`src/rtl/imu_filter_sequencer.sv`:
```
// imu_filter_sequencer
//   Paces periodic IMU accelerometer reads and feeds each new sample into a
//   low-pass filter, publishing the filtered result once the filter is warm.
//
//   Ports
//     Clock        in   system clock, rising edge
//     Reset_n      in   asynchronous active-low reset (release synchronised)
//     Enable       in   level, 1 = periodic sampling, 0 = stop after current sample
//     ReadReq      out  one-cycle pulse requesting an accelerometer read
//     ReadDone     in   one-cycle pulse, new accelerometer data valid
//     FilterStrobe out  one-cycle pulse clocking one sample into the filter
//     FilterReady  in   filter output valid
//     OutValid     out  one-cycle pulse, filtered data current and filter warm
//     Warm         out  level, FILTER_LEN samples strobed since reset
//     SampleCount  out  16-bit wrapping count of strobed samples
//     Fault        out  sticky read-timeout flag
//
//   Build option
//     IMU_SEQ_WATCHDOG_EN  defined: WAIT_READ abandons the read after
//                          READ_TIMEOUT cycles and sets Fault.
//                          undefined: WAIT_READ waits forever, Fault = 0.
module imu_filter_sequencer #(
  parameter int unsigned SAMPLE_DIV   = 250000,
  parameter int unsigned FILTER_LEN   = 200,
  parameter int unsigned READ_TIMEOUT = 4096
) (
  input  logic        Clock,
  input  logic        Reset_n,
  input  logic        Enable,
  output logic        ReadReq,
  input  logic        ReadDone,
  output logic        FilterStrobe,
  input  logic        FilterReady,
  output logic        OutValid,
  output logic        Warm,
  output logic [15:0] SampleCount,
  output logic        Fault
);

  localparam int unsigned DIV_W  = $clog2(SAMPLE_DIV);
  localparam int unsigned WARM_W = ($clog2(FILTER_LEN + 1) > 8) ? $clog2(FILTER_LEN + 1) : 8;
  localparam logic [DIV_W-1:0]  DIV_LOAD = DIV_W'(SAMPLE_DIV - 1);
  localparam logic [WARM_W-1:0] WARM_TOP = WARM_W'(FILTER_LEN);

  if (SAMPLE_DIV < 16 || SAMPLE_DIV > 24'hFFFFFF || FILTER_LEN < 1 || READ_TIMEOUT < 2) begin : g_bad_params
    $error("imu_filter_sequencer: parameter out of range");
  end

  typedef enum logic [2:0] {
    IDLE,
    WAIT_TICK,
    REQUEST,
    WAIT_READ,
    STROBE,
    WAIT_FILT,
    PUBLISH
  } state_t;

  state_t             state, state_nx;
  logic [1:0]         rst_sync;
  logic               run_ok;
  logic [DIV_W-1:0]   div_cnt;
  logic               tick;
  logic               filt_armed;
  logic [WARM_W-1:0]  warm_cnt;
  logic               timeout;

  // Assertion is asynchronous everywhere; the FSM may only leave IDLE once
  // the release has passed through two flops.
  always_ff @(posedge Clock or negedge Reset_n) begin
    if (!Reset_n) rst_sync <= '0;
    else          rst_sync <= {rst_sync[0], 1'b1};
  end
  assign run_ok = rst_sync[1];

  // Sample period counter; the period is referenced to reset release so the
  // first request lands SAMPLE_DIV cycles after it.
  always_ff @(posedge Clock or negedge Reset_n) begin
    if (!Reset_n)             div_cnt <= DIV_LOAD;
    else if (!Enable)         div_cnt <= DIV_LOAD;
    else if (div_cnt == '0)   div_cnt <= DIV_LOAD;
    else                      div_cnt <= div_cnt - 1'b1;
  end
  // A tick seen outside WAIT_TICK is an overrun and simply falls away.
  assign tick = Enable && (div_cnt == '0);

  // High from the second WAIT_FILT cycle on, so a FilterReady level left over
  // from the previous sample is not mistaken for the new result.
  always_ff @(posedge Clock or negedge Reset_n) begin
    if (!Reset_n) filt_armed <= 1'b0;
    else          filt_armed <= (state == WAIT_FILT);
  end

`ifdef IMU_SEQ_WATCHDOG_EN
  localparam int unsigned WD_W = $clog2(READ_TIMEOUT + 1);
  logic [WD_W-1:0] wd_cnt;

  always_ff @(posedge Clock or negedge Reset_n) begin
    if (!Reset_n)                wd_cnt <= '0;
    else if (state == WAIT_READ) wd_cnt <= wd_cnt + 1'b1;
    else                         wd_cnt <= '0;
  end

  // REQUEST plus READ_TIMEOUT-1 WAIT_READ cycles without ReadDone.
  assign timeout = (state == WAIT_READ) && !ReadDone && (wd_cnt == WD_W'(READ_TIMEOUT - 2));

  always_ff @(posedge Clock or negedge Reset_n) begin
    if (!Reset_n)     Fault <= 1'b0;
    else if (timeout) Fault <= 1'b1;
  end
`else
  assign timeout = 1'b0;
  assign Fault   = 1'b0;
`endif

  always_ff @(posedge Clock or negedge Reset_n) begin
    if (!Reset_n) state <= IDLE;
    else          state <= state_nx;
  end

  always_comb begin
    state_nx = state;
    case (state)
      IDLE:      if (Enable && run_ok) state_nx = WAIT_TICK;
      WAIT_TICK: begin
        if (!Enable)   state_nx = IDLE;
        else if (tick) state_nx = REQUEST;
      end
      REQUEST:   state_nx = WAIT_READ;
      WAIT_READ: begin
        if (ReadDone)     state_nx = STROBE;
        else if (timeout) state_nx = WAIT_TICK;
      end
      STROBE:    state_nx = WAIT_FILT;
      WAIT_FILT: if (filt_armed && FilterReady) state_nx = PUBLISH;
      PUBLISH:   state_nx = Enable ? WAIT_TICK : IDLE;
      default:   state_nx = IDLE;
    endcase
  end

  always_ff @(posedge Clock or negedge Reset_n) begin
    if (!Reset_n) begin
      SampleCount <= '0;
      warm_cnt    <= '0;
    end else if (state == STROBE) begin
      SampleCount <= SampleCount + 16'd1;
      if (warm_cnt != WARM_TOP) warm_cnt <= warm_cnt + 1'b1;
    end
  end

  assign Warm         = (warm_cnt == WARM_TOP);
  assign ReadReq      = (state == REQUEST);
  assign FilterStrobe = (state == STROBE);
  assign OutValid     = (state == PUBLISH) && Warm;

endmodule

```
`config.mk`:
```
export PLATFORM = sky130hd
export DESIGN_NAME = imu_filter_sequencer
export DESIGN_NICKNAME = d
export VERILOG_FILES = /design/src/rtl/imu_filter_sequencer.sv
export SDC_FILE = /design/constraint.sdc
export NUM_CORES = 1
export LEC_CHECK = 0
export CAP_MARGIN = 20
export CORE_MARGIN = 5
export CORE_UTILIZATION = 33
export DETAILED_ROUTE_END_ITERATION = 10
export GPL_TIMING_DRIVEN = 0
export SYNTH_ARGS = -nofsm -noshare
export SYNTH_HDL_FRONTEND = slang
export SYNTH_SLANG_ARGS = --single-unit
```
`constraint.sdc`:
```
create_clock -name Clock -period 2.4 [get_ports Clock]
set_input_delay 0.48 -clock Clock [delete_from_list [all_inputs] [get_ports Clock]]
set_output_delay 0.48 -clock Clock [all_outputs]
set_load 0.03 [all_outputs]
```
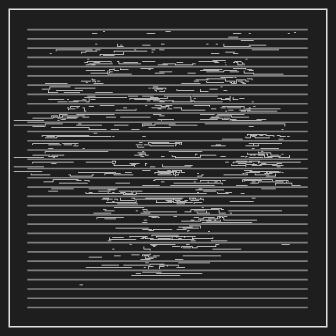
Figure 1: the metal 1 layer.
Supply wires on this layer in grey.
The wires run mostly horizontal. The longest straight run is 23.5 um.
total vias in the final route: 1563
GR Layer Usage met1: 13.7%

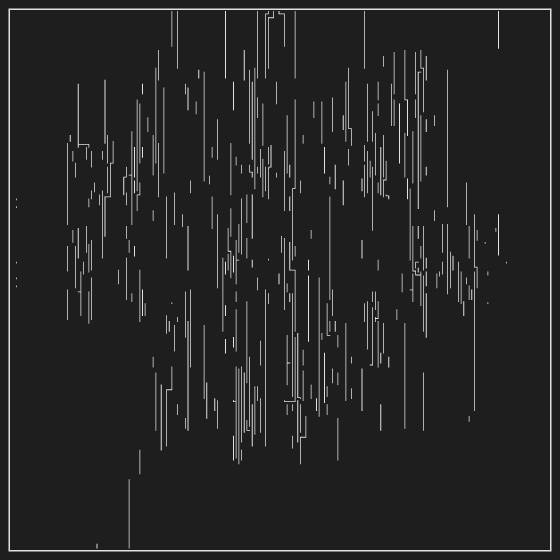
Figure 2: the metal 2 layer.
195 nets have wire on it. The layer holds 45% of the routed length.
Detailed Route WL: 4.11 mm
met2 GRT Util: 16.0%

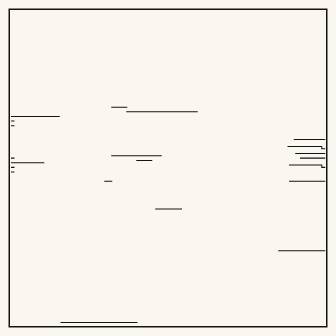
Figure 3: M3 wires.
The wires run mostly horizontal. The layer carries 174 um of wire. 16 nets have wire on it. The longest straight run is 22.3 um. The layer holds 4.2% of the routed length.
met3 usage: 3.01%

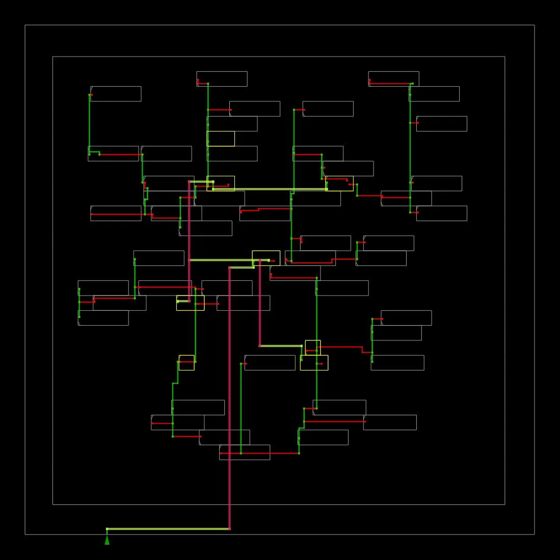
Figure 4: the clock network.
Clk Latency, worst-skew pair: 0.30 ns
clk sinks: 48
flop count: 48
Setup Skew: 0.0110 ns
P_clk: 0.502 mW

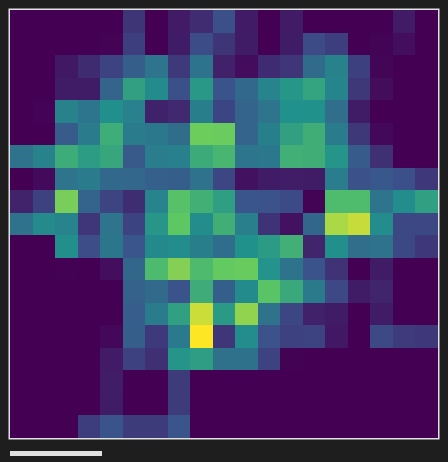
Figure 5: wiring heat map.
The bar under the picture is 20 um long. The die is cut into 19 by 19 equal tiles; dark purple is low, yellow is high, scaled to the fullest tile. Values are wire area over tile area, all layers added.
The densest ninth of the die: centre. The mean over all tiles is 0.075. 37% of the tiles are nearly empty. The fullest tile reaches 0.35. 14% of the tiles are over half the peak.
gr usage total: 10.5%
DR WL/cell: 12.9 um

==> flow_metrics.py <==
# Auto-generated metrics
metrics = {
    "global_route": {
        "grt_overflow": 0,
        "top_usage_layer": "met2",
        "antenna_found_initial": 0,
    },
    "timing": {
        "hold_viol": 0,
        "setup_viol": 0,
        "finalCritPeriodShare_pct": 99.9,
    },
    "route": {
        "met2_length_mm": 1.83,
        "vias_per_cell": 4.90,
        "drtPass1Iterations": 4,
        "dr.first_iter.drc_count": 81,
        "top_layer": "met4",
    },
    "die": {
        "die_y_um": 92.8,
        "fp_util_pct": 33.7,
        "placementRows": 30,
        "die_w_um": 92.8,
    },
    "setup_path": {
        "start_kind": "register",
        "worstSetupEndpointType": "output pin",
        "timing.rr.end": "div_cnt[6]",
        "worst_ep_arrival_time_ns": 1.92,
    },
    "clock_tree": {
        "clockBufferDepth": 2,
        "cts_tree": "built",
        "clkTransAtPathRegs_ns": 0.09,
    },
    "cells_and_area": {
        "fin_area_mm2": 0.00274,
        "drive_gt1_share_pct": 15.5,
        "instances_no_fill": 319,
        "final_nets": 247,
    },
    "place": {
        "port-buffer-count": 24,
        "hpwl_mm": 2.93,
    },
    "yosys": {
        "synth_cell_type_count": 42,
        "ys_cells": 203,
        "syn_inst": 203,
        "synth.avg_cell_area_um2": 11.1,
        "async_flop_share_pct": 100,
        "synthFlopType": "dfrtp_1",
        "top_cell_area_share_pct": 42.0,
        "edf_count": 0,
        "top_area_cell": "dfrtp_1",
        "yosysWarnings": 0,
    },
    "flow_run": {
        "maxCapViolCount": 0,
    },
    "status": {
        "status": "finished clean",
    },
    "power": {
        "leakagePower_nw": 1.16,
    },
}
where the power goes:
group / internal (mW) / leakage, nW / switching, mW
Sequential: 0.917 / 0.611 / 0.125
Clock: 0.233 / 0.0434 / 0.269
Combinational: 0.247 / 0.503 / 0.271
Total: 1.40 / 1.16 / 0.664
kinds of logic after synthesis:
kind of cell | count (synthesis) | share of synthesized area, %
AOI/OAI and AO/OA | 19 | 6.64
xor gates and xnor gates | 34 | 13.2
adders and majority gates | 4 | 2.21
buffers and inverters | 14 | 2.88
DFF | 48 | 53.7
muxes | 2 | 0.996
other | 2 | 0.332
and+or+nand+nor | 80 | 20.1
final cells by class:
type | instances | area, um^2
clock inverters | 2 | 15.0
clock buffers | 6 | 82.6
inverters | 7 | 26.3
flip-flops and latches | 48 | 1210
multi-input cells | 141 | 993
plain buffers | 7 | 40.0
fillers | 649 | 3980
repair buffers | 28 | 272
well taps | 80 | 100
worst max-delay path: stages, from the launching register on:
cell,delay [ns]
dfrtp_1,0.42
inv_1,0.07
ha_1,0.14
nand4b_1,0.11
or4b_4,0.53
nor4_2,0.15
buf_4,0.20
state kept, by name, summed over array words and instances, names as in the netlist:
signal	cells
div_cnt	18
state	3
warm_cnt	8
filt_armed	1
rst_sync	2
SampleCount	16
what timing repair did:
action	in CTS	in global routing
setup buffers	0	3
endpoints found under the setup margin	3	4
cloned	0	0
resized	15	2
pin swaps	0	1
how the worst max path moves through the flow:
stage / from / endpoint / slack (ns) / cells after the start
detailed placement: warm_cnt[0] / OutValid / -0.36 / 6
finish: warm_cnt[0] / OutValid / 0.001 / 6
floorplan: warm_cnt[0] / OutValid / 0.02 / 5
global route: warm_cnt[0] / OutValid / -0.09 / 6
global placement: Reset_n / warm_cnt[7] / -0.56 / 1
CTS: warm_cnt[0] / OutValid / -0.03 / 6
Power figures rest on the tool's default switching activity, not on a simulated workload.
